## config.mk

```make
export PLATFORM = sky130hd
export DESIGN_NAME = fb_trip_ctrl_flat
export DESIGN_NICKNAME = d
export VERILOG_FILES = /design/src/rtl/fb_trip_ctrl_if.sv /design/src/rtl/fb_trip_ctrl.sv /design/src/flat_wrapper.sv
export SDC_FILE = /design/constraint.sdc
export NUM_CORES = 1
export LEC_CHECK = 0
export ABC_AREA = 1
export CAP_MARGIN = 20
export CORE_ASPECT_RATIO = 0.6
export CORE_UTILIZATION = 54
export DETAILED_ROUTE_END_ITERATION = 16
export GPL_TIMING_DRIVEN = 0
export PLACE_DENSITY = 0.86
export SLEW_MARGIN = 10
export SYNTH_ARGS = -nofsm -noshare
export SYNTH_HDL_FRONTEND = slang
export SYNTH_SLANG_ARGS = --single-unit
```

## constraint.sdc

```tcl
create_clock -name clk -period 4.1 [get_ports clk]
set_clock_uncertainty 0.15 [all_clocks]
set_input_delay 0.615 -clock clk [delete_from_list [all_inputs] [get_ports clk]]
set_output_delay 0.615 -clock clk [all_outputs]
set_load 0.02 [all_outputs]
```

## src/rtl/fb_trip_ctrl_if.sv

```systemverilog
// Signal bundle between the feedback trip controller and its driver/readback side.
interface fb_trip_ctrl_if #(
  parameter int CNT_W  = 8,
  parameter int TRIP_W = 16
);
  logic              arm;
  logic              store_strb;
  logic              oflow;
  logic [CNT_W-1:0]  oflow_limit;
  logic [CNT_W-1:0]  holdoff_trains;
  logic              auto_rearm;
  logic              clr_trip;
  logic              fb_en;
  logic              tripped;
  logic [2:0]        state;
  logic [CNT_W-1:0]  oflow_cnt;
  logic [TRIP_W-1:0] trip_count;
  logic [15:0]       trip_pos;

  modport master (
    output arm, store_strb, oflow, oflow_limit, holdoff_trains, auto_rearm, clr_trip,
    input  fb_en, tripped, state, oflow_cnt, trip_count, trip_pos
  );

  modport slave (
    input  arm, store_strb, oflow, oflow_limit, holdoff_trains, auto_rearm, clr_trip,
    output fb_en, tripped, state, oflow_cnt, trip_count, trip_pos
  );
endinterface

```

## src/rtl/fb_trip_ctrl.sv

```systemverilog
// Feedback enable sequencing and overflow trip protection, one decision per pulse train.
// Define FB_TRIP_TIMESTAMP_EN to build the in-train trip position capture (trip_pos).
//
// state   | meaning
// IDLE    | feedback not requested (arm=0)
// WAIT    | armed, waiting for the current train to end
// ARMED   | waiting for the next train rise
// ACTIVE  | feedback enabled for this train, overflows counted
// TRIPPED | overflow limit hit, feedback held off
// HOLDOFF | skipping trains before automatic re-arm
module fb_trip_ctrl #(
  parameter int CNT_W  = 8,
  parameter int TRIP_W = 16
) (
  input logic          clk,
  input logic          rst,
  fb_trip_ctrl_if.slave bus
);

  typedef enum logic [2:0] {
    S_IDLE    = 3'd0,
    S_WAIT    = 3'd1,
    S_ARMED   = 3'd2,
    S_ACTIVE  = 3'd3,
    S_TRIPPED = 3'd4,
    S_HOLDOFF = 3'd5
  } state_t;

  state_t            state_q, state_n;
  logic              prev_q;
  logic              rise, fall;
  logic [CNT_W-1:0]  oflow_cnt_q, oflow_cnt_n;
  logic [CNT_W-1:0]  hold_q, hold_n;
  logic [TRIP_W-1:0] trip_count_q;
  logic              tripped_q, tripped_n;
  logic              fb_en_q;
  logic [CNT_W:0]    oflow_sum;
  logic              trip_hit;

  assign rise      = bus.store_strb & ~prev_q;
  assign fall      = ~bus.store_strb & prev_q;
  assign oflow_sum = {1'b0, oflow_cnt_q} + {{CNT_W{1'b0}}, bus.oflow};

  // arm=0 and clr_trip both outrank a trip on the same edge
  assign trip_hit = bus.arm && !bus.clr_trip && (state_q == S_ACTIVE) &&
                    (bus.oflow_limit != '0) && (oflow_sum >= {1'b0, bus.oflow_limit});

  always_comb begin
    state_n     = state_q;
    tripped_n   = tripped_q;
    hold_n      = hold_q;
    oflow_cnt_n = oflow_cnt_q;
    if (!bus.arm) begin
      state_n = S_IDLE;
    end else begin
      if (bus.clr_trip) tripped_n = 1'b0;
      case (state_q)
        S_IDLE:  state_n = S_WAIT;
        S_WAIT:  if (!bus.store_strb) state_n = S_ARMED;
        S_ARMED: begin
          if (rise) begin
            state_n     = S_ACTIVE;
            oflow_cnt_n = '0;
          end
        end
        S_ACTIVE: begin
          if (bus.oflow && (oflow_cnt_q != '1)) oflow_cnt_n = oflow_cnt_q + 1'b1;
          if (trip_hit) begin
            state_n   = S_TRIPPED;
            tripped_n = 1'b1;
          end else if (fall) begin
            state_n = S_ARMED;
          end
        end
        S_TRIPPED: begin
          if (bus.clr_trip) begin
            state_n = S_WAIT;
          end else if (bus.auto_rearm) begin
            state_n = S_HOLDOFF;
            hold_n  = '0;
          end
        end
        S_HOLDOFF: begin
          if (bus.clr_trip || (hold_q == bus.holdoff_trains)) state_n = S_WAIT;
          else if (fall) hold_n = hold_q + 1'b1;
        end
        default: state_n = S_IDLE;
      endcase
    end
  end

  always_ff @(posedge clk) begin
    if (rst) begin
      state_q      <= S_IDLE;
      prev_q       <= 1'b0;
      oflow_cnt_q  <= '0;
      hold_q       <= '0;
      tripped_q    <= 1'b0;
      fb_en_q      <= 1'b0;
      trip_count_q <= '0;
    end else begin
      state_q     <= state_n;
      prev_q      <= bus.store_strb;
      oflow_cnt_q <= oflow_cnt_n;
      hold_q      <= hold_n;
      tripped_q   <= tripped_n;
      fb_en_q     <= (state_n == S_ACTIVE);
      if (trip_hit && (trip_count_q != '1)) trip_count_q <= trip_count_q + 1'b1;
    end
  end

`ifdef FB_TRIP_TIMESTAMP_EN
  logic [15:0] ts_q, pos_q, pos_cur;

  // ts_q trails the current train offset by one cycle; the rise cycle is offset 0
  assign pos_cur = (ts_q == 16'hFFFF) ? ts_q : ts_q + 16'd1;

  always_ff @(posedge clk) begin
    if (rst) begin
      ts_q  <= '0;
      pos_q <= '0;
    end else begin
      if (rise) ts_q <= '0;
      else if (state_q == S_ACTIVE) ts_q <= pos_cur;
      if (trip_hit) pos_q <= pos_cur;
    end
  end

  assign bus.trip_pos = pos_q;
`else
  assign bus.trip_pos = '0;
`endif

  assign bus.fb_en      = fb_en_q;
  assign bus.tripped    = tripped_q;
  assign bus.state      = state_q;
  assign bus.oflow_cnt  = oflow_cnt_q;
  assign bus.trip_count = trip_count_q;

endmodule

```

## src/flat_wrapper.sv

```systemverilog
// flat-port wrapper written by rule: the top's interface ports become plain ports
module fb_trip_ctrl_flat 
#(
  parameter int CNT_W  = 8,
  parameter int TRIP_W = 16
)
  (clk, rst, bus_arm, bus_store_strb, bus_oflow, bus_oflow_limit, bus_holdoff_trains, bus_auto_rearm, bus_clr_trip, bus_fb_en, bus_tripped, bus_state, bus_oflow_cnt, bus_trip_count, bus_trip_pos);
  fb_trip_ctrl_if #(.CNT_W(CNT_W), .TRIP_W(TRIP_W)) bus_i ();
  input logic clk;
  input logic rst;
  input wire logic [$bits(bus_i.arm)-1:0] bus_arm;
  input wire logic [$bits(bus_i.store_strb)-1:0] bus_store_strb;
  input wire logic [$bits(bus_i.oflow)-1:0] bus_oflow;
  input wire logic [$bits(bus_i.oflow_limit)-1:0] bus_oflow_limit;
  input wire logic [$bits(bus_i.holdoff_trains)-1:0] bus_holdoff_trains;
  input wire logic [$bits(bus_i.auto_rearm)-1:0] bus_auto_rearm;
  input wire logic [$bits(bus_i.clr_trip)-1:0] bus_clr_trip;
  output wire logic [$bits(bus_i.fb_en)-1:0] bus_fb_en;
  output wire logic [$bits(bus_i.tripped)-1:0] bus_tripped;
  output wire logic [$bits(bus_i.state)-1:0] bus_state;
  output wire logic [$bits(bus_i.oflow_cnt)-1:0] bus_oflow_cnt;
  output wire logic [$bits(bus_i.trip_count)-1:0] bus_trip_count;
  output wire logic [$bits(bus_i.trip_pos)-1:0] bus_trip_pos;
  assign bus_i.arm = bus_arm;
  assign bus_i.store_strb = bus_store_strb;
  assign bus_i.oflow = bus_oflow;
  assign bus_i.oflow_limit = bus_oflow_limit;
  assign bus_i.holdoff_trains = bus_holdoff_trains;
  assign bus_i.auto_rearm = bus_auto_rearm;
  assign bus_i.clr_trip = bus_clr_trip;
  assign bus_fb_en = bus_i.fb_en;
  assign bus_tripped = bus_i.tripped;
  assign bus_state = bus_i.state;
  assign bus_oflow_cnt = bus_i.oflow_cnt;
  assign bus_trip_count = bus_i.trip_count;
  assign bus_trip_pos = bus_i.trip_pos;
  fb_trip_ctrl #(.CNT_W(CNT_W), .TRIP_W(TRIP_W)) u_core (.clk(clk), .rst(rst), .bus(bus_i));
endmodule
```

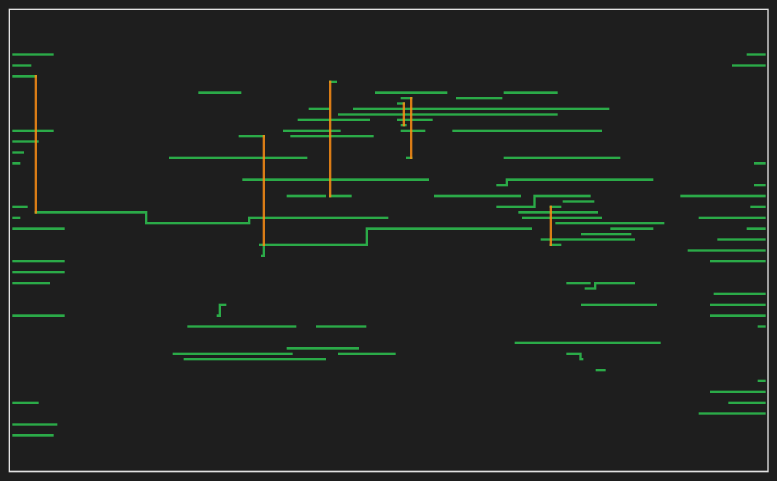
(run_1/metal_stack.png)
(8 px per um) Only two layers are drawn.
layer	color	wire length
met3	green	659 um
met4	orange	59.8 um
gr usage total: 0.271
drt wl/cell: 13.4 um
total wire length: 7180 um

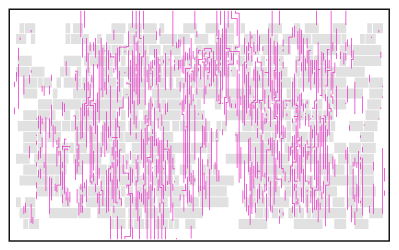
(run_1/met2.png)
(4 px per um) Cells faint in the background.
longest straight run	27.2 um
share of all routed wire	43%
wire length on this layer	3120 um
main direction	vertical
nets with wire on the layer	403
Vias: 2839
met2 Use GR: 0.419

==> results.yml, run 1 <==
# synthesis and place-and-route metrics
run_status:
  status: "finished, final reports clean"
hold_path:
  hp-start: "u_core.bus.trip_count[9]$_SDFFE_PP0P_"
  hold_class: "reg -> reg"
finish:
  logic_area_um2: 1720
  stdcell_area_um2: 3510
  nets: 510
  largest_class: "logic gates"
  final_layout_size_suffix_gt1_frac: 0.112
  fin_util: 0.739
  comb_cells: 302
  antenna_cells: 0
  fill_cells: 369
  largest_reg_flops: 16
  seq_share: 0.217
  buffer_area_frac: 0.188
  seq_area_um2: 761
  inverters: 53
  fin_cells: 537
  area_growth_pct: 26.3
  clkCellAreaFrac: 0.0271
  buffers: 73
  sh_comb_area: 0.489
  clkbuf_count: 6
  flop-count: 38
final_timing:
  setup_ws_ns: 0.973
  finalMaxSlewViolations: 0
  finalCritPeriodShare: 0.763
  max_freq_mhz: 320
  worst_pin_slew_ns: 0.643
  slew_headroom: 0.571
  setup_viol: 0
  whs_ns: 0.363
  min_period_ns: 3.13
  rsz0062_at_grt: "no"
  fin_setup_tns_ns: 0
  hold_viol_final: 0
critical_path:
  crit_fanout: 10
  cp-start-kind: "input pin"
  reg2reg_from: "u_core.bus.oflow_cnt[0]$_SDFFE_PP0P_"
  cp.arrival_ns: 3.20
  r2r_setup_slack_ns: 1.26
  worstSetupPathType: "in -> reg"
  startpoint: "bus_oflow"
  cp-end-kind: "flip-flop"
  required_ns: 4.18
pwr:
  p_int_uw: 547
  pg_clk_uw: 286
  p_clk_frac: 0.384
  power_density_nw_per_um2: 212
  p_leak_uw: 0.00147
  power.group.top: "registers"
  swShare: 0.267
  seq_power_share: 0.499
  comb_power_uw: 87.6
  fin_total_pwr_uw: 746
  switchingPower_uw: 199
  ir_drop_mv: 0.133
  powerSeq_uw: 372
  combPwrFrac: 0.118
clocking:
  clk_latency_ns: 0.29
  cts-root-buf: "clkbuf_8"
  clk_pin_slew_ns: 0.08
  post-cts-setup-buffers: 0
  cts_made_buffers: 5
  holdBufCountCts: 0
  htree_num_levels: 2
  clock_sinks: 38
  clockBufferDepth: 2
  tritoncts: "done"
  cts_resized: 0
synthesis:
  synthTopCellsByArea: "dfxtp_1 (27%), nand2_1 (11%), inv_1 (6.9%), ha_1 (6.3%), a21oi_1 (4.9%)"
  async_reset_ff_frac: 0
  synth_stat.cells: 401
  yosysChipArea_um2: 2780
  edf_count: 0
  synthDominantCellAreaShare: 0.274
  syn_area_um2: 2780
  flop_cell: "dfxtp_1"
  ys_sh_mux: 0
  synth_top_cell_by_count: "nand2_1"
  yosys.area.top_type: "dfxtp_1"
  synthTopLogicFamily: "simple AND/OR/NAND/NOR gates"
  yosysWarnings: 0
  aoi_share: 0.119
  fa_ha_area_frac: 0.0630
  synth-xor-area-share: 0.0882
  synth_flops: 38
  top_cells_by_count: "nand2_1 (82), inv_1 (51), dfxtp_1 (38), nor2_1 (36), a21oi_1 (27)"
  synth.distinct_cells: 38
  simple_gate_share: 0.326
  syn_inst: 401
  ys_seq_frac: 0.274
  syn_area_per_cell_um2: 6.94
die:
  core_um2: 4750
  die_area_um2: 5450
  fp-utilization: 0.585
  die_w_um: 94.7
  row_count: 19
  tap_cells: 63
  die-height_um: 57.6
place:
  dpl.cell_count: 529
  placed_area_um2: 3420
  gp_congestion: 0.933
  hpwl_um: 5430
  dp_slack_ns: 0.701
routing:
  drt-initial-drc-count: 219
  first_pass_iters: 5
  drc: 0
  via_per_inst: 5.29
  postRouteAntennaNets: 0
global_routing:
  antenna_found_initial: 0
  grt_overflow: 0
  grt_pass1_vias: 2471
  grt_max_degree: 13
  grt_pass1_wl_um: 11500
flow_run:
  cap_viol_max_count: 0
  warnings: 27
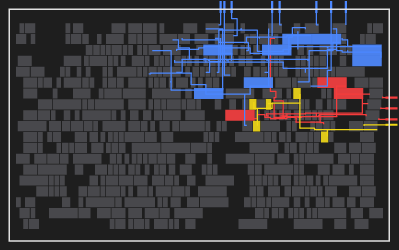
(run_1/port_nets.png)
(4 px per um)
port	color	direction	edge	end cells	wire
bus_oflow_cnt	blue	output	top	8	483 um
bus_state	red	output	right	3	140 um
bus_arm	yellow	input	right	5	55.6 um
I/O Buffers: 50
IO Pins: 68

run 1: worst max-delay path, cell delays in order:
cell	delay, ns
clkdlybuf4s50_1	0.52
ha_1	0.16
ha_1	0.17
nand2_1	0.11
xor2_1	0.17
ha_1	0.30
nand2_1	0.06
inv_1	0.08
nand3_1	0.06
nand3_1	0.07
nand2_1	0.05
nand2_1	0.05
nand2_1	0.05
nand2_2	0.15
buf_2	0.26
nand4_1	0.14
a21oi_2	0.16
run 1: layer usage:
metal / vias to the layer above / GRT usage / wire length, um
met2: 143 / 0.419 / 3120
li1: 1418 / - / -
met1: 1266 / 0.388 / 3350
met4: 0 / 0.0563 / 59
met5: - / 0 / 0
met3: 12 / 0.0613 / 658
run 1: final timing paths:
path,end,cells after the start
max,u_core.bus.trip_count[8]$_SDFFE_PP0P_,17
min,u_core.bus.trip_count[9]$_SDFFE_PP0P_,2
max reg2reg,u_core.bus.trip_count[8]$_SDFFE_PP0P_,16
min reg2reg,u_core.bus.trip_count[9]$_SDFFE_PP0P_,2
run 1: logic make-up (layout without fill, tap and decap cells):
family | Yosys count | count (layout)
buffers and inverters | 76 | 134
DFF | 38 | 38
other | 1 | 16
adders and majority gates | 14 | 14
xor gates and xnor gates | 28 | 28
AOI/OAI and AO/OA | 54 | 54
and+or+nand+nor | 190 | 190
run 1: layout by cell type, fill, tap and decap left out, drive strengths merged:
cell type       n
nor3           12
clkdlybuf4s50  50
nand2          87
clkbuf         10
buf            19
nor4            2
inv            53
nand4          21
o21ai          12
xor2           15
ha             14
nand3          24
a211oi          1
clkinv          1
conb           16
nand3b          3
clkinvlp        1
a31o            1
nor3b           1
o22ai           1
a21o            1
o21a            1
a21oi          37
or2             1
dfxtp          38
nor2           39
xnor2          13
==> run 1 -> run 2 <==
--- a/config.mk
+++ b/config.mk
@@ -8,10 +8,10 @@
 export ABC_AREA = 1
 export CAP_MARGIN = 20
 export CORE_ASPECT_RATIO = 0.6
-export CORE_UTILIZATION = 54
+export CORE_UTILIZATION = 45
 export DETAILED_ROUTE_END_ITERATION = 16
 export GPL_TIMING_DRIVEN = 0
-export PLACE_DENSITY = 0.86
+export PLACE_DENSITY = 0.77
 export SLEW_MARGIN = 10
 export SYNTH_ARGS = -nofsm -noshare
 export SYNTH_HDL_FRONTEND = slang
==> constraint.sdc (replaced) <==
create_clock -name clk -period 2.65 [get_ports clk]
set_clock_uncertainty 0.15 [all_clocks]
set_input_delay 0.3975 -clock clk [delete_from_list [all_inputs] [get_ports clk]]
set_output_delay 0.3975 -clock clk [all_outputs]
set_load 0.02 [all_outputs]
==> run 2 against run 1 <==
Via count shrank 0.70%. Critical path depth unchanged. Register-to-register slack worse by 1.1 ns. Synthesized cell count unchanged. Routed wire length shrank 0.22%. Sequential share of layout area fell by 0.34 points. Clock power rose by 36%. Cell count rose by 4.1%. Flip-flop count stayed put. Final area grew 3.1%. First-iteration DRC count decreased by 20%. Critical endpoint is now u_core.bus.trip_count[7]$_SDFFE_PP0P_. Largest cell class unchanged.
==> results.yml, run 2 <==
# synthesis and place-and-route metrics
run_status:
  status: "finished, final reports clean"
synthesis:
  yosysChipArea_um2: 2780
  ys_seq_frac: 0.274
  synthDominantCellAreaShare: 0.274
  yosys.area.top_type: "dfxtp_1"
  flop_cell: "dfxtp_1"
  synth_top_cell_by_count: "nand2_1"
  async_reset_ff_frac: 0
  synth_flops: 38
  syn_area_per_cell_um2: 6.94
  top_cells_by_count: "nand2_1 (82), inv_1 (51), dfxtp_1 (38), nor2_1 (36), a21oi_1 (27)"
  yosysWarnings: 0
  synthTopCellsByArea: "dfxtp_1 (27%), nand2_1 (11%), inv_1 (6.9%), ha_1 (6.3%), a21oi_1 (4.9%)"
  synth.distinct_cells: 38
  syn_area_um2: 2780
  synth_stat.cells: 401
  syn_inst: 401
  edf_count: 0
routing:
  drc: 0
  wl_met1_um: 3680
  top_layer: "met4"
  wl_met3_um: 605
  via_per_inst: 5.04
  first_pass_iters: 5
  avgRoutedWirePerCell_um: 12.8
  met2_length_um: 2820
  postRouteAntennaNets: 0
  drt-initial-drc-count: 176
die:
  die_w_um: 103
  ios: 68
  fp-utilization: 0.483
  die_area_um2: 6510
  row_count: 21
  core_um2: 5750
  die-height_um: 62.9
global_routing:
  grt_max_degree: 12
  grt_util_all_layers: 0.228
  antenna_found_initial: 0
  grt_use_met1: 0.353
  busiest_layer: "met1"
  grt_pass1_vias: 2402
  grt_overflow: 0
  grt_pass1_wl_um: 11500
  use_met3: 0.0481
final_timing:
  worst_pin_slew_ns: 0.616
  setup_ws_ns: 0.117
  min_period_ns: 2.53
  fin_setup_tns_ns: 0
  setup_viol: 0
  whs_ns: 0.322
  max_freq_mhz: 395
  finalCritPeriodShare: 0.956
  slew_headroom: 0.586
  finalMaxSlewViolations: 0
  rsz0062_at_grt: "no"
  hold_viol_final: 0
critical_path:
  required_ns: 2.73
  cp.arrival_ns: 2.61
  slowest_stage: "dfxtp_4"
  cp-start-kind: "flip-flop"
  crit_fanout: 5
  crit_top_cell: "nand2_1"
  critical_path_buf_inv_count: 2
  cp-end-kind: "flip-flop"
  slowest_delay_ns: 0.36
  crit_family: "simple AND/OR/NAND/NOR gates"
  cp_cell_sequence: "ha_1 > ha_4 > nand2_4 > xor2_1 > ha_1 > nand2_1 > inv_1 > nand2_1 > nand3_2 > nand2_1 > nand2_1 > nand2_2 > nand2_4 > nand3_4 > buf_6 > nand2_1 > a21oi_2"
  worstSetupPathType: "reg -> reg"
flow_run:
  warnings: 27
  cap_viol_max_count: 0
finish:
  mostFrequentLayoutCell: "nand2_1"
  fin_util: 0.629
  area_growth_pct: 30.2
  nets: 516
  antenna_cells: 0
  mostFrequentLayoutCells: "nand2_1 (79), inv_1 (51), clkdlybuf4s50_1 (49), nor2_1 (36), dfxtp_1 (35)"
  fin_cells: 559
  largest_reg_flops: 16
  stdcell_area_um2: 3620
  final_layout_size_suffix_gt1_frac: 0.138
clocking:
  cts_made_buffers: 5
  tritoncts: "done"
  clk_latency_ns: 0.30
  clk_pin_slew_ns: 0.07
  htree_num_levels: 2
  clock_sinks: 38
  holdBufCountCts: 0
  clockBufferDepth: 2
  cts-root-buf: "clkbuf_8"
pwr:
  p_leak_uw: 0.00153
  power_density_nw_per_um2: 303
  ir_drop_mv: 0.166
  fin_total_pwr_uw: 1100
place:
  dp_slack_ns: -0.641
  numPortBuffers: 50
  gp_congestion: 0.895
  placed_area_um2: 3440
  hpwl_um: 5470
  dpl.cell_count: 546
hold_path:
  hold_class: "reg -> reg"
==> run 2: cell type report <==
class / count / area (um^2)
inverters: 53 / 199
plain buffers: 23 / 165
flip-flops and latches: 38 / 772
multi-input cells: 302 / 1750
fillers: 512 / 2130
clock inverters: 2 / 10.0
clock buffers: 5 / 68.8
well taps: 80 / 100
repair buffers: 56 / 552
==> run 2: cells by family after synthesis <==
logic type | after synthesis | share of synthesized area
other | 1 | 0.00135
AOI/OAI and AO/OA | 54 | 0.119
buffers and inverters | 76 | 0.129
and+or+nand+nor | 190 | 0.326
xor gates and xnor gates | 28 | 0.0882
adders and majority gates | 14 | 0.0630
DFF | 38 | 0.274
==> run 2: worst paths after layout <==
check | start | endpoint | slack (ns) | depth (start not counted)
min | u_core.bus.oflow_cnt[2]$_SDFFE_PP0P_ | u_core.bus.oflow_cnt[2]$_SDFFE_PP0P_ | 0.32 | 1
min reg2reg | u_core.bus.oflow_cnt[2]$_SDFFE_PP0P_ | u_core.bus.oflow_cnt[2]$_SDFFE_PP0P_ | 0.32 | 1
max reg2reg | u_core.bus.oflow_cnt[0]$_SDFFE_PP0P_ | u_core.bus.trip_count[7]$_SDFFE_PP0P_ | 0.12 | 17
max | u_core.bus.oflow_cnt[0]$_SDFFE_PP0P_ | u_core.bus.trip_count[7]$_SDFFE_PP0P_ | 0.12 | 17
==> run 2: timing repair <==
action | 4_1_cts | 5_1_grt
cloned | 1 | 0
pin swaps | 1 | 2
buffers inserted | 4 | 1
setup endpoints to repair | 21 | 19
resized | 8 | 12
==> run 2: power breakdown <==
part | internal, uW | switching [uW]
combinational | 63.4 | 72.1
sequential | 570 | 2.47
clock | 177 | 213
total | 810 | 288
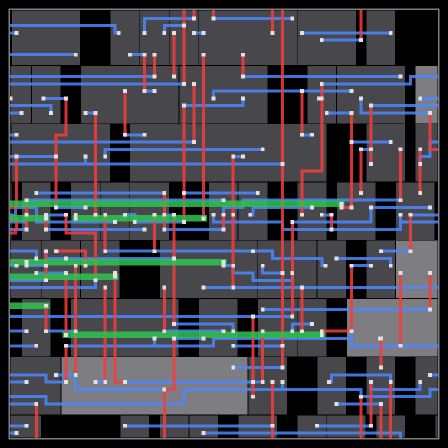
(run_2/zoom.png)
Window x 68 to 88, y 37 to 57 um. Cells in gray, sequential cells in the stronger gray; small squares are vias.
layer	color
met3	green
met2	red
met1	blue
sequential cells in the window	2
most frequent	nand2_1 (8), inv_1 (7), a21oi_1 (5)
cells with their middle in the window	45
netlist names of flops here include	u_core.bus.oflow_cnt (1), u_core.bus.state (1)

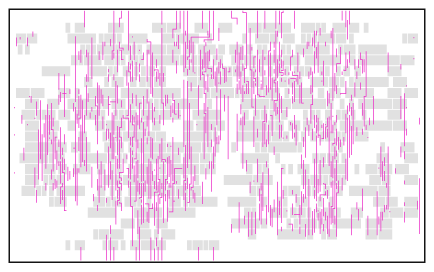
(run_2/met2.png)
(4 px per um) Cells faint in the background.
Vias: 2819
total wire length: 7170 um
met2 Use GR: 0.308

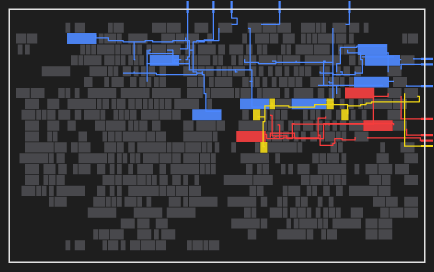
(run_2/port_nets.png)
(4 px per um)
port	color	direction	edge	end cells	wire
bus_state	red	output	right	3	157 um
bus_oflow_cnt	blue	output	5 top, 3 right	8	352 um
bus_arm	yellow	input	right	5	76.5 um

No activity file was given, so power comes from the tool's default toggle rates.
